### config.mk
export PLATFORM = sky130hd
export DESIGN_NAME = vga_timing_gen
export DESIGN_NICKNAME = d
export VERILOG_FILES = /design/src/rtl/vga_timing_pkg.sv /design/src/rtl/vga_axis_cnt.sv /design/src/rtl/vga_timing_gen.sv
export SDC_FILE = /design/constraint.sdc
export NUM_CORES = 1
export LEC_CHECK = 0
export ABC_AREA = 0
export CAP_MARGIN = 10
export CORE_MARGIN = 2
export CORE_UTILIZATION = 50
export DETAILED_ROUTE_END_ITERATION = 10
export PLACE_DENSITY = 0.79
export SETUP_SLACK_MARGIN = 0.4
export SYNTH_ARGS = -nofsm -noshare
export SYNTH_HDL_FRONTEND = slang
export SYNTH_HIERARCHICAL = 1
export SYNTH_SLANG_ARGS = --single-unit
### constraint.sdc
create_clock -name i_clk -period 3 [get_ports i_clk]
set_input_delay 0.6 -clock i_clk [delete_from_list [all_inputs] [get_ports i_clk]]
set_output_delay 0.6 -clock i_clk [all_outputs]
set_load 0.02 [all_outputs]
### src/rtl/vga_timing_pkg.sv
// Purpose: shared constants and helpers for the VGA raster timing generator.
//   - Default 640x480@60 timing constants.
//   - Region type for one raster axis (active, front porch, sync, back porch).
//   - region_of(): classifies a counter value on one axis.
package vga_timing_pkg;

    localparam int VGA_H_ACTIVE = 640;
    localparam int VGA_H_FP     = 16;
    localparam int VGA_H_SYNC   = 96;
    localparam int VGA_H_BP     = 48;
    localparam int VGA_V_ACTIVE = 480;
    localparam int VGA_V_FP     = 10;
    localparam int VGA_V_SYNC   = 2;
    localparam int VGA_V_BP     = 33;

    typedef enum logic [1:0] {
        REG_ACTIVE,
        REG_FP,
        REG_SYNC,
        REG_BP
    } region_e;

    // Each axis is ordered active, front porch, sync, back porch from count 0.
    function automatic region_e region_of(input int cnt, input int act,
                                          input int fp, input int sync);
        if (cnt < act)                  return REG_ACTIVE;
        else if (cnt < act + fp)        return REG_FP;
        else if (cnt < act + fp + sync) return REG_SYNC;
        else                            return REG_BP;
    endfunction

endpackage

### src/rtl/vga_axis_cnt.sv
// Purpose: wrapping counter for one raster axis.
// Ports:
//   i_clk   - clock
//   i_rst_n - asynchronous active-low reset, loads RST_VAL
//   i_inc   - advance by one (wraps TOTAL-1 -> 0)
//   o_cnt   - current count
//   o_wrap  - high when this increment wraps the counter (feeds the next axis)
module vga_axis_cnt
    import vga_timing_pkg::*;
#(
    parameter int TOTAL   = 800,
    parameter int RST_VAL = 0,
    localparam int W      = (TOTAL > 1) ? $clog2(TOTAL) : 1
) (
    input  logic         i_clk,
    input  logic         i_rst_n,
    input  logic         i_inc,
    output logic [W-1:0] o_cnt,
    output logic         o_wrap
);

    assign o_wrap = i_inc && (o_cnt == W'(TOTAL - 1));

    always_ff @(posedge i_clk or negedge i_rst_n) begin
        if (!i_rst_n) begin
            o_cnt <= W'(RST_VAL);
        end else if (i_inc) begin
            o_cnt <= o_wrap ? '0 : o_cnt + W'(1);
        end
    end

endmodule

### src/rtl/vga_timing_gen.sv
// Purpose: parametrised VGA raster timing generator with pixel-fetch look-ahead.
//   Display counters (h,v) drive sync/blank; look-ahead counters (hl,vl) run
//   REQ_LEAD pixels ahead so an upstream read pipeline returns i_color on time.
// Ports:
//   i_clk, i_rst_n          - clock, asynchronous active-low reset
//   i_en                    - pixel-clock enable
//   i_color                 - {B,G,R} pixel colour, COLOR_W bits per channel
//   o_VGA_R/G/B             - colour, zero while blanked
//   o_H_sync, o_V_sync      - syncs at HS_POL / VS_POL polarity
//   o_blank_n               - high while the displayed pixel is active
//   o_request, o_req_x/y    - fetch strobe and pixel address (0 when idle)
//   o_line_start            - pulse at displayed (0,y) for visible lines
//   o_frame_start           - pulse at displayed (0,0)
module vga_timing_gen
    import vga_timing_pkg::*;
#(
    parameter int H_ACTIVE = VGA_H_ACTIVE,
    parameter int H_FP     = VGA_H_FP,
    parameter int H_SYNC   = VGA_H_SYNC,
    parameter int H_BP     = VGA_H_BP,
    parameter int V_ACTIVE = VGA_V_ACTIVE,
    parameter int V_FP     = VGA_V_FP,
    parameter int V_SYNC   = VGA_V_SYNC,
    parameter int V_BP     = VGA_V_BP,
    parameter bit HS_POL   = 1'b0,
    parameter bit VS_POL   = 1'b0,
    parameter int REQ_LEAD = 2,
    parameter int COLOR_W  = 8,
    localparam int XW      = (H_ACTIVE > 1) ? $clog2(H_ACTIVE) : 1,
    localparam int YW      = (V_ACTIVE > 1) ? $clog2(V_ACTIVE) : 1
) (
    input  logic                 i_clk,
    input  logic                 i_rst_n,
    input  logic                 i_en,
    input  logic [3*COLOR_W-1:0] i_color,
    output logic [COLOR_W-1:0]   o_VGA_R,
    output logic [COLOR_W-1:0]   o_VGA_G,
    output logic [COLOR_W-1:0]   o_VGA_B,
    output logic                 o_H_sync,
    output logic                 o_V_sync,
    output logic                 o_blank_n,
    output logic                 o_request,
    output logic [XW-1:0]        o_req_x,
    output logic [YW-1:0]        o_req_y,
    output logic                 o_line_start,
    output logic                 o_frame_start
);

    localparam int H_TOT = H_ACTIVE + H_FP + H_SYNC + H_BP;
    localparam int V_TOT = V_ACTIVE + V_FP + V_SYNC + V_BP;
    localparam int HW    = (H_TOT > 1) ? $clog2(H_TOT) : 1;
    localparam int VW    = (V_TOT > 1) ? $clog2(V_TOT) : 1;

    // Display restarts at the top of vertical front porch; look-ahead sits
    // REQ_LEAD pixels further along the frame.
    localparam int LEAD_POS = (V_ACTIVE * H_TOT + REQ_LEAD) % (H_TOT * V_TOT);
    localparam int HL_RST   = LEAD_POS % H_TOT;
    localparam int VL_RST   = LEAD_POS / H_TOT;

    if (H_FP < 1 || H_SYNC < 1 || H_BP < 1 || V_FP < 1 || V_SYNC < 1 || V_BP < 1 ||
        REQ_LEAD < 0 || REQ_LEAD > H_FP + H_SYNC + H_BP) begin : g_bad_cfg
        $error("vga_timing_gen: porch/sync must be >= 1 and REQ_LEAD in 0..H_FP+H_SYNC+H_BP");
    end

    logic [HW-1:0] w_h, w_hl, w_h_nxt, w_hl_nxt;
    logic [VW-1:0] w_v, w_vl, w_v_nxt, w_vl_nxt;
    logic          w_h_wrap, w_v_wrap, w_hl_wrap, w_vl_wrap;

    vga_axis_cnt #(.TOTAL(H_TOT), .RST_VAL(0)) u_h (
        .i_clk(i_clk), .i_rst_n(i_rst_n), .i_inc(i_en), .o_cnt(w_h), .o_wrap(w_h_wrap)
    );
    vga_axis_cnt #(.TOTAL(V_TOT), .RST_VAL(V_ACTIVE)) u_v (
        .i_clk(i_clk), .i_rst_n(i_rst_n), .i_inc(w_h_wrap), .o_cnt(w_v), .o_wrap(w_v_wrap)
    );
    vga_axis_cnt #(.TOTAL(H_TOT), .RST_VAL(HL_RST)) u_hl (
        .i_clk(i_clk), .i_rst_n(i_rst_n), .i_inc(i_en), .o_cnt(w_hl), .o_wrap(w_hl_wrap)
    );
    vga_axis_cnt #(.TOTAL(V_TOT), .RST_VAL(VL_RST)) u_vl (
        .i_clk(i_clk), .i_rst_n(i_rst_n), .i_inc(w_hl_wrap), .o_cnt(w_vl), .o_wrap(w_vl_wrap)
    );

    // Next counter values, so the registered decodes line up with the counters.
    assign w_h_nxt  = !i_en      ? w_h  : (w_h_wrap  ? '0 : w_h  + HW'(1));
    assign w_v_nxt  = !w_h_wrap  ? w_v  : (w_v_wrap  ? '0 : w_v  + VW'(1));
    assign w_hl_nxt = !i_en      ? w_hl : (w_hl_wrap ? '0 : w_hl + HW'(1));
    assign w_vl_nxt = !w_hl_wrap ? w_vl : (w_vl_wrap ? '0 : w_vl + VW'(1));

    region_e w_h_reg, w_v_reg, w_hl_reg, w_vl_reg;
    assign w_h_reg  = region_of(32'(w_h_nxt),  H_ACTIVE, H_FP, H_SYNC);
    assign w_v_reg  = region_of(32'(w_v_nxt),  V_ACTIVE, V_FP, V_SYNC);
    assign w_hl_reg = region_of(32'(w_hl_nxt), H_ACTIVE, H_FP, H_SYNC);
    assign w_vl_reg = region_of(32'(w_vl_nxt), V_ACTIVE, V_FP, V_SYNC);

    logic r_req_flag, r_line_flag, r_frame_flag;

    always_ff @(posedge i_clk or negedge i_rst_n) begin
        if (!i_rst_n) begin
            o_H_sync     <= ~HS_POL;
            o_V_sync     <= ~VS_POL;
            o_blank_n    <= 1'b0;
            r_req_flag   <= 1'b0;
            r_line_flag  <= 1'b0;
            r_frame_flag <= 1'b0;
        end else begin
            o_H_sync     <= (w_h_reg == REG_SYNC) ? HS_POL : ~HS_POL;
            o_V_sync     <= (w_v_reg == REG_SYNC) ? VS_POL : ~VS_POL;
            o_blank_n    <= (w_h_reg == REG_ACTIVE) && (w_v_reg == REG_ACTIVE);
            r_req_flag   <= (w_hl_reg == REG_ACTIVE) && (w_vl_reg == REG_ACTIVE);
            r_line_flag  <= (w_h_nxt == '0) && (w_v_reg == REG_ACTIVE);
            r_frame_flag <= (w_h_nxt == '0) && (w_v_nxt == '0);
        end
    end

    // Strobes are qualified by the enable so a slow pixel clock sees one pulse.
    assign o_request     = r_req_flag & i_en;
    assign o_line_start  = r_line_flag & i_en;
    assign o_frame_start = r_frame_flag & i_en;
    assign o_req_x       = o_request ? XW'(w_hl) : '0;
    assign o_req_y       = o_request ? YW'(w_vl) : '0;

    assign o_VGA_R = o_blank_n ? i_color[COLOR_W-1:0]           : '0;
    assign o_VGA_G = o_blank_n ? i_color[2*COLOR_W-1:COLOR_W]   : '0;
    assign o_VGA_B = o_blank_n ? i_color[3*COLOR_W-1:2*COLOR_W] : '0;

endmodule

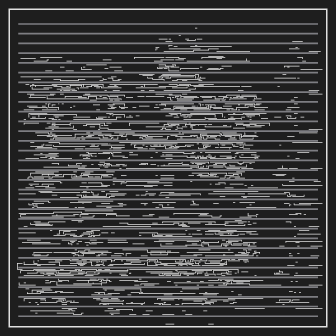
Fig. 1. The metal 1 layer.
Supply wires on this layer in grey.
wire length on this layer: 3,760 um
nets with wire on the layer: 455
share of all routed wire: 43%
main direction: horizontal
longest straight run: 34.5 um

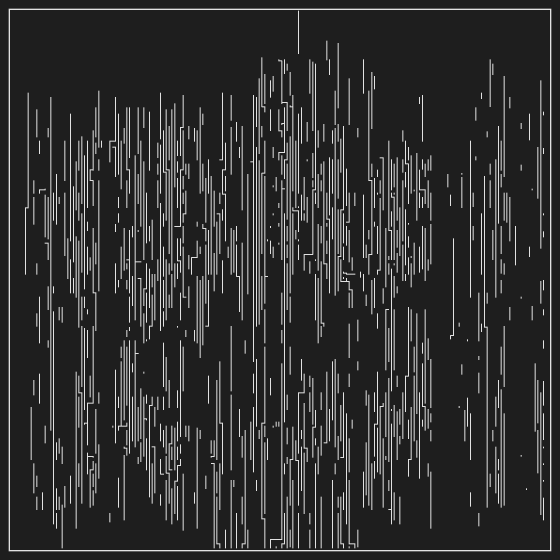
Fig. 2. Signal wires on met2.
longest straight run: 54.4 um
main direction: vertical
nets with wire on the layer: 427

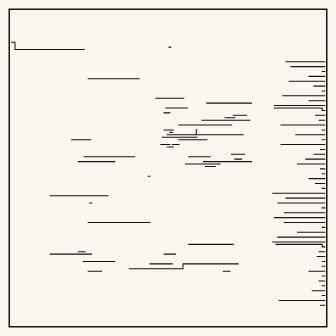
Fig. 3. Metal 3.
main direction: horizontal
longest straight run: 21.2 um

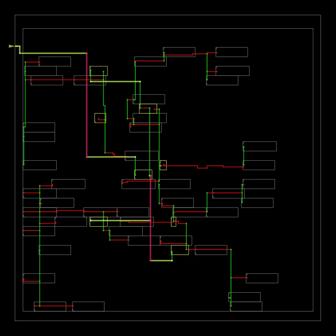
Fig. 4. Clock routing.
Flops: 46
clock sink count: 46

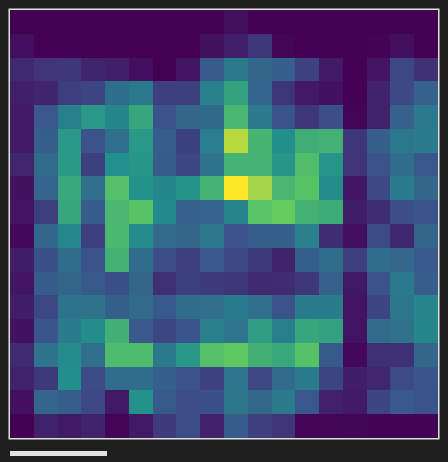
Fig. 5. Wire density map.
Scale bar: 20 um. 18 x 18 tiles, from dark purple (low) to yellow (high), scaled to the fullest tile. Values are wire area over tile area, all layers added.
emptiest ninth of the die: top right
densest ninth of the die: middle
mean over tiles: 0.18
tiles over half the peak: 15%

==> Slide: Implementation Results <==
Physical Implementation Snapshot

Pwr
  • PD cells: 437 nW/um^2
  • Peak VDD IR: 0.272 mV

Yosys
  • Yosys cell types: 64
  • Top cells by area: dfrtp_1 (25%), dfstp_2 (8.1%), and2_1 (5.5%)
  • Yosys Warn Count: 6
  • Yosys Instances: 394
  • Top cells by count: dfrtp_1 (35), nand2_1 (34), and2_1 (31)
  • AND/OR/NAND/NOR Cells, Area Fraction: 0.371
  • Flops after synth: 46

Critical path
  • Worst EP required: 3.24 ns

Placed design
  • GP Congestion: 0.899
  • Placement Setup Slack: -0.0132 ns

Routing
  • Pre-antenna DRT Iters: 5

Final timing
  • Hold Fails Final Rpt: 0
  • Slew Viols, Final: 0

Final layout
  • ANT cells: 0
  • Top Layout Cells: clkdlybuf4s50_1 (51), nand2_1 (34), dfrtp_1 (32)

Floorplanning
  • Core Rows: 30
  • # IOs: 76

GRT
  • First-pass GRT wire length: 14,500 um

Flow run
  • Tool warning count: 30

Run status
  • Status: complete, no violations
registers in the layout, indices dropped and copies added (netlist names):
name / count
r_frame_flag: 1
u_h/o_cnt: 10
u_v/o_cnt: 10
u_hl/o_cnt: 10
o_V_sync: 1
u_vl/o_cnt: 10
r_line_flag: 1
o_H_sync: 1
r_req_flag: 1
o_blank_n: 1
area by class of cell:
cell class / count / area (sq um)
clock buffers: 6 / 72.6
clock inverters: 2 / 13.8
fillers: 611 / 2250
inverters: 10 / 37.5
multi-input cells: 316 / 2230
flip-flops and latches: 46 / 1170
well taps: 96 / 120
repair buffers: 102 / 936
cells by family (layout without fill, tap and decap cells):
kind of cell / Yosys count / in the layout
adder cells (fa/ha/maj): 9 / 9
flip-flops: 46 / 46
multiplexers: 5 / 5
XOR/XNOR: 33 / 33
buffers and inverters: 32 / 120
AND/OR/NAND/NOR: 206 / 206
AND-OR/OR-AND: 63 / 63
final timing paths:
check,from,end,slack [ns],cells past startpoint
min,i_rst_n,u_h/o_cnt[9]$_DFFE_PN0P_,0.25,1
max,u_h/o_cnt[7]$_DFFE_PN0P_,o_V_sync$_DFF_PN1_,0.45,7
max reg2reg,u_h/o_cnt[7]$_DFFE_PN0P_,o_V_sync$_DFF_PN1_,0.45,7
min reg2reg,u_hl/o_cnt[1]$_DFFE_PN1P_,u_hl/o_cnt[1]$_DFFE_PN1P_,0.51,2
min in group i_clk,u_hl/o_cnt[1]$_DFFE_PN1P_,u_hl/o_cnt[1]$_DFFE_PN1P_,0.51,2
max in group asynchronous,i_rst_n,u_v/o_cnt[7]$_DFFE_PN1P_,2.12,2
power by group through the flow:
stage	sequential, mW	combinational, mW	clock (mW)
detailed placement	0.864	0.732	0
CTS	0.835	0.752	0.399
global placement	0.863	0.718	0
finish	0.847	0.775	0.382
floorplan	0.849	0.468	0
global route	0.859	0.839	0.422
routing by layer:
layer  vias to the layer above  wire length [um]  global-route usage  part of all wire
met3                        13               634              0.0401             0.072
met1                      1558              3760               0.306              0.43
li1                       1624                 -                   -                 -
met2                       128              4300               0.394              0.49
met5                         -                 0                   0                 0
met4                         0                98              0.0702             0.011
through the flow:
| step | area (sq um) | hold WS, ns | cells | TNS [ns] | utilization |
|---|---|---|---|---|---|
| floorplan | 3560 | 0.304 | 394 | 0 | - |
| global placement | 4430 | 0.490 | 563 | 0 | 0.649 |
| detailed placement | 4430 | 0.491 | 563 | -0.0132 | 0.649 |
| CTS | 4520 | 0.255 | 572 | 0 | 0.662 |
| global route | 4580 | 0.274 | 578 | 0 | 0.671 |
| finish | 4580 | 0.246 | 578 | 0 | 0.671 |
critical path, cell delays in order, from the launching register on:
cell,delay (ns)
dfrtp_2,0.45
nor4b_4,0.35
nor3b_4,0.31
and4_1,0.25
nand4b_1,0.11
and3_1,0.19
or4_4,0.49
or3_4,0.33
timing repair:
item | in CTS | in global routing
gates resized | 29 | 3
pin swaps | 0 | 2
setup buffers | 1 | 6
endpoints found under the setup margin | 30 | 4
hold buffers | 0 | 0
Power figures rest on the tool's default switching activity, not on a simulated workload.
